Design ascii_number_parser, sky130hd; sources not shown.
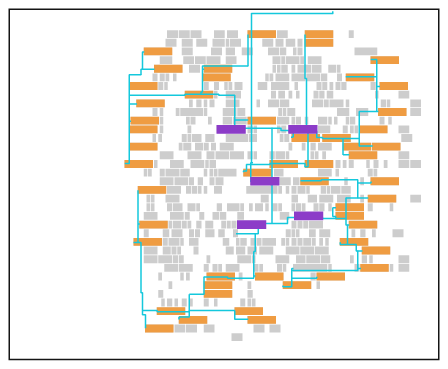
run_1/clk_routes.png
purple -> clock drivers  # count 5
orange -> flip-flops  # count 51
cyan -> clock wires  # length 694 um
routed clock nets = 6
part of the total power dissipated in the clock network: 0.206
Final Skew: 2.35 ps

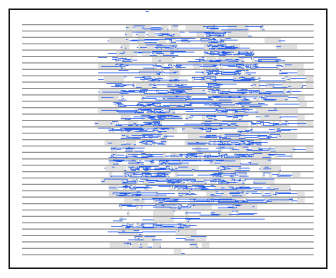
run_1/layer_met1.png
Supply wires on this layer in gray. Cells faint in the background.
main direction = horizontal
share of all routed wire = 49%
longest straight run = 39.6 um
nets with wire on the layer = 443
wire length on this layer = 4,140 um
met1 usage in global routing: 0.167
wire length after detailed routing: 8380 um

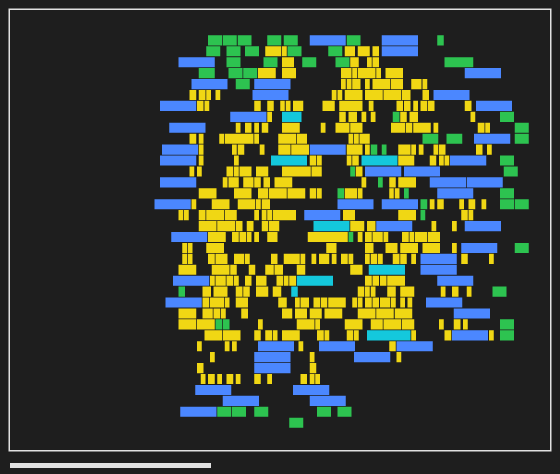
run_1/placement_by_type.png
Scale bar: 50 um.
green -> remaining buffers and delay cells  # cells 54, share of their area 12%
blue -> sequential cells  # cells 51, share of their area 32%
yellow -> combinational and other logic  # cells 326, share of their area 52%
cyan -> clock drivers and dummy loads  # cells 8, share of their area 4.3%
core utilization of the finished layout: 0.347
register fraction of the total cell area: 0.302
final standard cell area without fillers: 0.00422 mm2
placeable core region: 0.0122 mm2
number of rows in the core area: 36

==> results.txt <==
Summary of implementation figures.

Detailed routing
For this run, the detailed router's first-pass iteration total came to 4. In this run the remaining antenna-violating nets after routing total 0. The script parses the final routing iteration and logs DRC violations as 0. Per the detail_route report, routed wire per instance is between 10 and 15 um. The post-detailed-route via-to-cell ratio is ~5. The DRC marker count from the first detailed-route iteration is about 200. Across all layers, the routed design uses a little under 3,000 vias.

GRT
The global route stage reports its total congestion overflow as 0. The number of antenna violations at the first check in global routing was 0. The first global-routing pass estimated around 14,000 um of wire. The overall global routing resource usage is 0.120. Entering global routing, the biggest net connects 35 pins. The number of global-route vias before repair is 2,854.

Logic synthesis
The share of synthesized area in the top cell type comes to 0.368. Of all flip-flops after synthesis, the portion carrying an async set or reset was 1.00. A synthesized cell averages 8.83 um2. After technology mapping, the gate count stands at slightly below 400. The commonest cells after synthesis are 90 x sky130_fd_sc_hd__nand2_1, 51 x sky130_fd_sc_hd__dfrtp_1, 41 x sky130_fd_sc_hd__ha_1.

The count of cell types in the netlist is around 57. Looking at the gate-level netlist, the highest instance count belongs to sky130_fd_sc_hd__nand2_1. Counting flops and latches in the post-synthesis netlist gives 51. For this run, the register share of the synthesized area comes to 0.368. Synthesis produced a netlist with a net count of about 450. After synthesis the cells add up to approximately 0.0035 mm2. In the synthesis report, Yosys lists the chip area as 0.00347 mm2. The tally of yosys warning messages is 0. The library cell occupying the most area in the post-synthesis netlist is sky130_fd_sc_hd__dfrtp_1. The number of enable-type register cells in the synthesized netlist is 0. Per the synth stats, the flop cell with the highest instance count is sky130_fd_sc_hd__dfrtp_1. Sorting the synthesized cells by area gives the leading types as sky130_fd_sc_hd__dfrtp_1 37%, sky130_fd_sc_hd__ha_1 15%, sky130_fd_sc_hd__nand2_1 9.7%, sky130_fd_sc_hd__o21ai_1 4.0%, sky130_fd_sc_hd__o21ai_0 3.3%. The count of instantiated cells in the yosys netlist is 393.

Power and ir drop
The script computed the net switching share of total power as 0.446. The power report puts the net switching power at about 800 uW. Cell internal power was estimated by the tool at 988 uW. The share of total power dissipated in combinational logic is 0.518.

The power density of the placed cells is about 420 mW/mm2. In this run the static leakage power is between 1.5 and 2 nW. The highest supply drop recorded on VDD is 0.188 mV.

The share of total power dissipated in sequential elements is 0.276.

Cells and area
The final antenna diode tally reported by the flow is 0. The net count of the finished layout is slightly below 500. The area growth from synthesis to final layout is 21.6%.

The proportion of layout cells with a drive suffix above 1 is 0.0752.

CTS
TritonCTS built the clock tree. The clock root buffer is sky130_fd_sc_hd__clkbuf_16. Clock-pin slew was measured on the worst setup and hold paths at 70 ps.

The number of buffers added for setup after CTS is 0. The total clock sinks is between 50 and 60. The number of gates given a new drive strength after cts is 0. The number of levels in the clock H-tree is 2. The maximum clock insertion buffer count is 2. The number of buffers inserted during clock tree synthesis is 5. Buffers inserted to repair hold after CTS numbered 0. The insertion delay at the late pin of the worst-skew pair is about 290 ps.

Die
The area of the chip is approximately 0.015 mm2. The horizontal die dimension is approximately 130 um. 38 I/O pins were placed. The floorplan step records an initial core utilization of 0.285. The die span in y is 110 um.

Final timing
The final count of hold timing violations is 0. The final critical delay including setup and external delays is around 3900 ps. The normalized max-slew margin is 0.597. The number of slew-limit violations in the final report is 0. For the pin with the worst max-slew slack, the measured transition is slightly above 600 ps. The highest attainable clock frequency is approximately 260 MHz. Per the finish-stage timing summary, setup violations number 0. Final hold analysis gives a worst-case slack of between 400 and 500 ps. Adding up every negative setup slack in the final design gives 0 ps.

Placed design
According to the dpl log, the detail-placed design has an HPWL of approximately 6600 um. Per the placement log, port buffering inserted 37 buffers. Per the gpl log, the routability congestion estimate is ~0.85.

Critical path
The biggest fanout along the worst timing path is 5. The element type at the critical path start is a primary input. The setup check on the worst reg-to-reg path leaves a slack of approximately 2600 ps.

STA classifies the critical path endpoint as a register. The data arrival at the endpoint of the critical path is around 4000 ps. Counting cells, the worst reg-to-reg path comes to 10. By startpoint and endpoint, the worst setup path is classified as primary input to register. STA puts the critical path data required time at between 5000 and 6000 ps.

Worst hold path
Checking hold timing, the worst path is listed with class register to register. The report gives the cell count of the worst hold path as 2.

Outcome
The run finished with clean final reports.

Flow run
The tally of max-capacitance violations is 0. The tool warning count is 31.
-- run 1: placed cells by master, fill, tap and decap left out, drive strengths merged, types with 2 or more instances in the layout --
cell type,instances
o21bai,3
clkbuf,12
o21a,3
clkdlybuf4s50,36
o211ai,2
dfrtp,51
mux2i,2
nand2,90
nor2,22
a31oi,6
nand4,2
o31ai,2
nand3,11
a21o,4
a22oi,4
nor3,5
xnor2,8
fa,2
nor2b,2
a21oi,19
o21ai,53
inv,11
ha,41
buf,12
nand3b,2
a211oi,4
and3,3
xor2,4
-- run 1: metal layers --
| metal | GRT usage | share of wire | vias to the layer above |
|---|---|---|---|
| met1 | 0.167 | 0.49 | 1360 |
| met4 | 0.0276 | 0.011 | 0 |
| li1 | - | - | 1483 |
| met3 | 0.0137 | 0.042 | 7 |
| met2 | 0.188 | 0.45 | 54 |
| met5 | - | 0 | - |
-- run 1: worst max-delay path, stage by stage --
cell,delay (ps)
sky130_fd_sc_hd__clkdlybuf4s50_1,590
sky130_fd_sc_hd__inv_1,100
sky130_fd_sc_hd__fa_1,540
sky130_fd_sc_hd__inv_1,70
sky130_fd_sc_hd__fa_1,460
sky130_fd_sc_hd__a21oi_1,230
sky130_fd_sc_hd__nor2_1,90
sky130_fd_sc_hd__o21ai_0,420
sky130_fd_sc_hd__a21oi_1,170
sky130_fd_sc_hd__mux2i_1,190
sky130_fd_sc_hd__o311ai_1,120
-- run 1: cell families after synthesis --
kind of cell	after synthesis	synth area share
xor+xnor	12	0.0303
mux	3	0.00902
simple gates	145	0.188
compound gates	112	0.207
flops	51	0.368
buf+inv	27	0.0382
fa+ha+maj	43	0.159
-- run 1: cell type report --
type	count	area, um2
plain buffers	16	91.3
inverters	11	41.3
clock buffers	6	139
clock inverters	2	35.0
fillers	1244	7940
multi-input cells	315	2060
flip-flops and latches	51	1280
well taps	152	190
repair buffers	38	385
-- run 1: power by group through the flow --
stage	Combinational (mW)	Clock, mW	Sequential, mW
global placement	0.916	0	0.497
floorplan	0.591	0	0.570
CTS	0.932	0.380	0.493
global route	1.03	0.395	0.502
detailed placement	0.929	0	0.500
finish	0.923	0.367	0.493
-- run 1: stage by stage --
step	util	area, um2	total power [mW]	cells	worst slack (ps)
after floorplan	-	3470	1.16	393	2160
after global placement	0.331	4030	1.41	582	1320
after detailed placement	0.333	4050	1.43	583	1260
after CTS	0.347	4220	1.81	591	1480
after global routing	0.347	4220	1.93	591	1270
final	0.347	4220	1.78	591	1480
Power is estimated from default activity; no workload was simulated.
